<file path="config.mk">
export PLATFORM = sky130hd
export DESIGN_NAME = spi_master
export DESIGN_NICKNAME = d
export VERILOG_FILES = /design/src/rtl/spi_master.sv
export SDC_FILE = /design/constraint.sdc
export NUM_CORES = 1
export LEC_CHECK = 0
export CAP_MARGIN = 20
export CORE_ASPECT_RATIO = 0.8
export CORE_MARGIN = 4
export CORE_UTILIZATION = 45
export CTS_BUF_LIST = sky130_fd_sc_hd__clkbuf_4
export DETAILED_ROUTE_END_ITERATION = 12
export GPL_ROUTABILITY_DRIVEN = 0
export MAX_ROUTING_LAYER = met4
export PLACE_DENSITY = 0.68
export SYNTH_ARGS = -nofsm -noshare
export SYNTH_HDL_FRONTEND = slang
export SYNTH_SLANG_ARGS = --single-unit
</file>
<file path="constraint.sdc">
create_clock -name CLK -period 4.3 [get_ports CLK]
set_clock_uncertainty 0.05 [all_clocks]
set_input_delay 0.86 -clock CLK [delete_from_list [all_inputs] [get_ports CLK]]
set_output_delay 0.86 -clock CLK [all_outputs]
set_load 0.05 [all_outputs]
</file>
<file path="src/rtl/spi_master.sv">
// SPI mode-0 master: sends header {~RNW, ADDR} then LEN+1 data bytes MSB first,
// with an SCLK half-period of CLK_DIV system clocks. SCLK, MOSI and CSN are registered.
module spi_master #(
  parameter int CLK_DIV = 4
) (
  input  logic       CLK,
  input  logic       RST,
  input  logic       START,
  input  logic       RNW,
  input  logic [6:0] ADDR,
  input  logic [3:0] LEN,
  input  logic [7:0] WD,
  output logic       WD_REQ,
  output logic [7:0] RD,
  output logic       RD_VALID,
  output logic       BUSY,
  output logic       DONE,
  output logic       SCLK,
  output logic       MOSI,
  input  logic       MISO,
  output logic       CSN
);
  typedef enum logic [2:0] {IDLE, SETUP, SHIFT, HOLD, GAP} state_t;

  state_t     state, state_nxt;
  logic [7:0] div_cnt;
  logic [8:0] half_cnt;
  logic       rnw_q;
  logic [3:0] len_q;
  logic [7:0] tx_sh, data_buf, rx_sh;
  logic       div_end, half_last, accept, sclk_rise, sclk_fall, byte_end, last_byte;
  logic [4:0] byte_idx;
  logic [2:0] bit_idx;

  // half_cnt indexes SCLK half-periods: even = low phase, odd = high phase.
  // The extra trailing low half after the last falling edge gives MOSI hold time.
  assign div_end   = (div_cnt == 8'(CLK_DIV - 1));
  assign byte_idx  = half_cnt[8:4];
  assign bit_idx   = half_cnt[3:1];
  assign half_last = (half_cnt == {({1'b0, len_q} + 5'd2), 4'b0000});
  assign last_byte = (byte_idx == ({1'b0, len_q} + 5'd1));
  assign accept    = (state == IDLE) && START;
  assign sclk_rise = (state == SHIFT) && div_end && !half_cnt[0] && !half_last;
  assign sclk_fall = (state == SHIFT) && div_end && half_cnt[0];
  assign byte_end  = sclk_rise && (bit_idx == 3'd7) && (byte_idx != 5'd0);

  always_ff @(posedge CLK or posedge RST) begin
    if (RST) state <= IDLE;
    else     state <= state_nxt;
  end

  always_comb begin
    state_nxt = state;
    BUSY      = (state != IDLE);
    DONE      = (state == GAP) && div_end;
    WD_REQ    = (accept && !RNW) || (byte_end && !last_byte && !rnw_q);
    case (state)
      IDLE:    if (START) state_nxt = SETUP;
      SETUP:   if (div_end) state_nxt = SHIFT;
      SHIFT:   if (div_end && half_last) state_nxt = HOLD;
      HOLD:    if (div_end) state_nxt = GAP;
      GAP:     if (div_end) state_nxt = IDLE;
      default: state_nxt = IDLE;
    endcase
  end

  always_ff @(posedge CLK or posedge RST) begin
    if (RST) begin
      div_cnt  <= 8'd0;
      half_cnt <= 9'd0;
      rnw_q    <= 1'b0;
      len_q    <= 4'd0;
      SCLK     <= 1'b0;
      CSN      <= 1'b1;
      MOSI     <= 1'b0;
      RD       <= 8'h00;
      RD_VALID <= 1'b0;
    end else begin
      div_cnt <= (state == IDLE || div_end) ? 8'd0 : div_cnt + 8'd1;
      if (state != SHIFT)  half_cnt <= 9'd0;
      else if (div_end)    half_cnt <= half_cnt + 9'd1;
      if (accept) begin
        rnw_q <= RNW;
        len_q <= LEN;
      end
      if (accept)                       CSN <= 1'b0;
      else if (state == HOLD && div_end) CSN <= 1'b1;
      if (sclk_rise)      SCLK <= 1'b1;
      else if (sclk_fall) SCLK <= 1'b0;
      if (state == SETUP && div_end) MOSI <= tx_sh[7];
      else if (sclk_fall) begin
        if (bit_idx != 3'd7) MOSI <= tx_sh[7];
        else if (last_byte)  MOSI <= 1'b0;
        else                 MOSI <= data_buf[7];
      end
      RD_VALID <= byte_end && rnw_q;
      if (byte_end && rnw_q) RD <= {rx_sh[6:0], MISO};
    end
  end

  // data_buf holds the next byte to send; it is refilled at each data byte's 8th rising edge
  always_ff @(posedge CLK) begin
    if (accept) begin
      tx_sh    <= {~RNW, ADDR};
      data_buf <= RNW ? 8'h00 : WD;
    end else if ((state == SETUP && div_end) || (sclk_fall && bit_idx != 3'd7)) begin
      tx_sh <= {tx_sh[6:0], 1'b0};
    end else if (sclk_fall) begin
      tx_sh <= {data_buf[6:0], 1'b0};
    end
    if (byte_end && !last_byte) data_buf <= rnw_q ? 8'h00 : WD;
    if (sclk_rise) rx_sh <= {rx_sh[6:0], MISO};
  end
endmodule

</file>
==> highlights.md <==
## Outcome
- **outcome** complete, no violations

## Run
- **count of maximum capacitance violations** 0
- **number of warnings in the stage logs** 27

## Place
- **IO Port Bufs** 38
- **Place WS** 1.18 ns

## Finish
- **leading cell type in the layout, fill and taps excluded** sky130_fd_sc_hd__clkdlybuf4s50_1
- **area of the multi-input gates** 0.00117 mm^2

## Clocking
- **CTS tree** yes
- **buffer depth of the longest clock path** 2
- **post_cts resized** 0
- **clock buffer count from CTS** 9

## Synth
- **average footprint of a synthesized cell** 11.6 um^2
- **Post-synth regs** 60
- **Multiplexer share** 7.94%
- **post-synthesis simple-gate area fraction** 18.4%
- **cells after synthesis** 245
- **yosys cell count** 245
- **count of flip-flops with a built-in enable after synthesis** 23
- **dominant combinational cell family by area after synthesis** simple AND/OR/NAND/NOR gates
- **summed instance area of the synthesized netlist** 0.00285 mm^2
- **nets in the synthesized netlist** 274

## Floorplanning
- **Die Footprint** 0.00769 mm^2
- **Row Count** 25
- **placeable core region** 0.00604 mm^2
- **fraction of the core area occupied by cells at floorplan** 47.3%

## Final timing
- **Hold Fails Final Rpt** 0
- **fmax** 0.292 GHz
- **PnR worst setup slack** 0.872 ns
- **Relative slew margins** 32.7%

## Drt
- **Remaining DRCs** 0
- **number of routed nets with antenna violations** 0
- **vias post-DR** 1900

## Pwr
- **worst IR drop on VDD** 0.138 mV

## Global route
- **initial antenna violation count** 0
- **final global-route overflow total** 0
- **maximum number of pins on one net before global-route repair** 38
- **wire length of the first global-routing pass** 9370 um

## Worst setup path
- **critical path class** flop to primary output
- **crit-path max FO** 13
- **r2r setup slk** 1.64 ns

kinds of logic after synthesis:
family | count (synthesis)
buffers and inverters | 16
xor gates and xnor gates | 25
DFF | 60
AOI/OAI and AO/OA | 21
muxes | 21
and+or+nand+nor | 97
adders and majority gates | 5
synthesized netlist by cell type (all sizes together), types with 3 or more instances:
master  instances  area share (%)
mux2i           8             2.8
nor2b           3            0.66
inv             6            0.79
nor2           29             3.8
xor2           12             3.9
edfxtp         23              24
mux2           13             5.1
clkbuf          5            0.66
nand4           4            0.88
a21oi          10             1.8
nor3b           8             2.1
nand2          20             2.7
buf             5            0.83
ha              5             2.2
nor3            6             1.6
dfrtp          36              32
nand3          10             1.9
xnor2          13             4.0
and3            7             1.5
sequential cells by signal (all words and copies together) (netlist names):
signal    flops
RD_VALID      1
tx_sh         8
data_buf      8
state         3
CSN           1
half_cnt      9
rnw_q         1
SCLK          1
MOSI          1
len_q         4
rx_sh         7
RD            8
div_cnt       8
worst max-delay path, stage by stage, from the launching register on:
cell and delay, ns:
sky130_fd_sc_hd__dfrtp_1 0.46, sky130_fd_sc_hd__nor4_4 0.35, sky130_fd_sc_hd__nand3_2 0.32, sky130_fd_sc_hd__nor2_1 0.18, sky130_fd_sc_hd__clkdlybuf4s50_1 0.81
stage by stage:
step           instances  instance area (um^2)  utilization [%]  hold slack (ns)  total power (uW)
2_1_floorplan        245                  2850                -            0.372               616
3_3_place_gp         356                  3310             54.8            0.393               642
3_5_place_dp         356                  3310             54.8            0.387               642
4_1_cts              372                  3440             57.1            0.408              1040
5_1_grt              372                  3440             57.1            0.431              1070
6_report             372                  3440             57.1            0.408              1030
layer usage:
metal,vias to the layer above,track usage [%]
li1,940,-
met1,909,21.1
met5,-,-
met2,41,22.9
met4,0,6.45
met3,10,5.18
where the power goes:
part / internal [uW] / switching [uW]
Clock: 184 / 218
Sequential: 592 / 0.240
Combinational: 22.6 / 14.2
Total: 798 / 232
cell type report:
cell class / instances / share of cell area (%)
inverter: 6 / 0.654
clock buffer: 10 / 2.18
multi-input combinational: 169 / 34.0
tap: 81 / 2.94
sequential: 60 / 47.0
timing repair buffer: 40 / 11.4
clock inverter: 6 / 1.85
path summary, 6_finish.rpt:
path / from / end
worst max-delay path: div_cnt[5]$_DFF_PP0_ / DONE
worst min-delay path: rx_sh[0]$_DFFE_PP_ / rx_sh[1]$_DFFE_PP_
worst max register to register: div_cnt[5]$_DFF_PP0_ / data_buf[4]$_DFFE_PP_
worst min register to register: rx_sh[0]$_DFFE_PP_ / rx_sh[1]$_DFFE_PP_
max in group asynchronous: RST / CSN$_DFFE_PP1P_
min in group asynchronous: RST / div_cnt[5]$_DFF_PP0_
Figure 1. Signal wires by layer.
Two of the layers only.
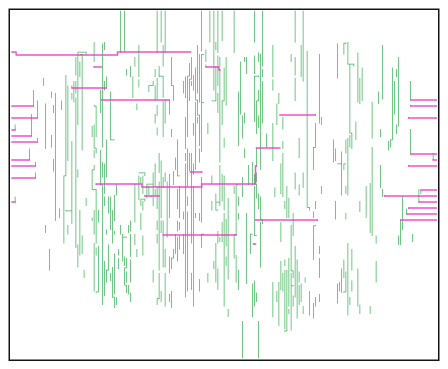
[green] M2 | wire length: 2400 um
[magenta] M3 | wire length: 270 um

Figure 2. The metal 1 layer.
The bar under the picture is 20 um long. Supply wires on this layer in grey. Cells faint in the background.
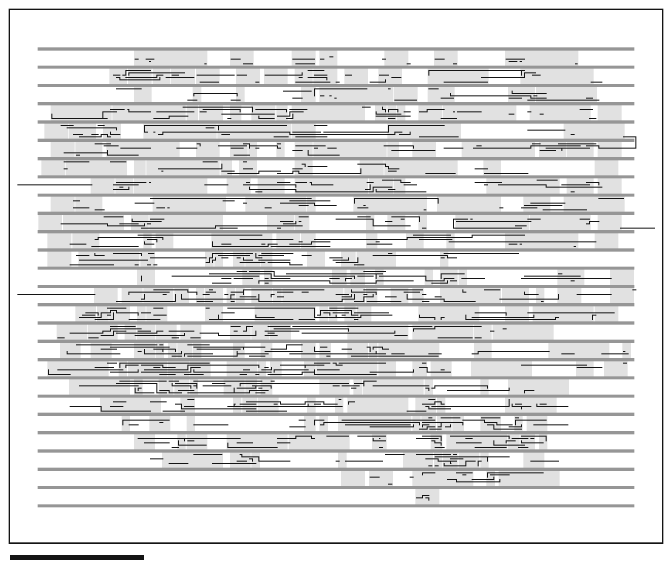
wire length on this layer: 2650 um
main direction: horizontal
share of all routed wire: 49%
nets with wire on the layer: 284

Figure 3. Track usage over the die.
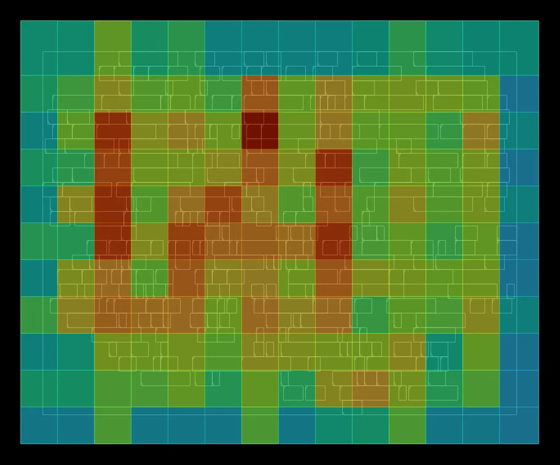
overall routing resource usage: 16.0%
GRT met3 Usage: 5.18%

Power is estimated from default activity; no workload was simulated.
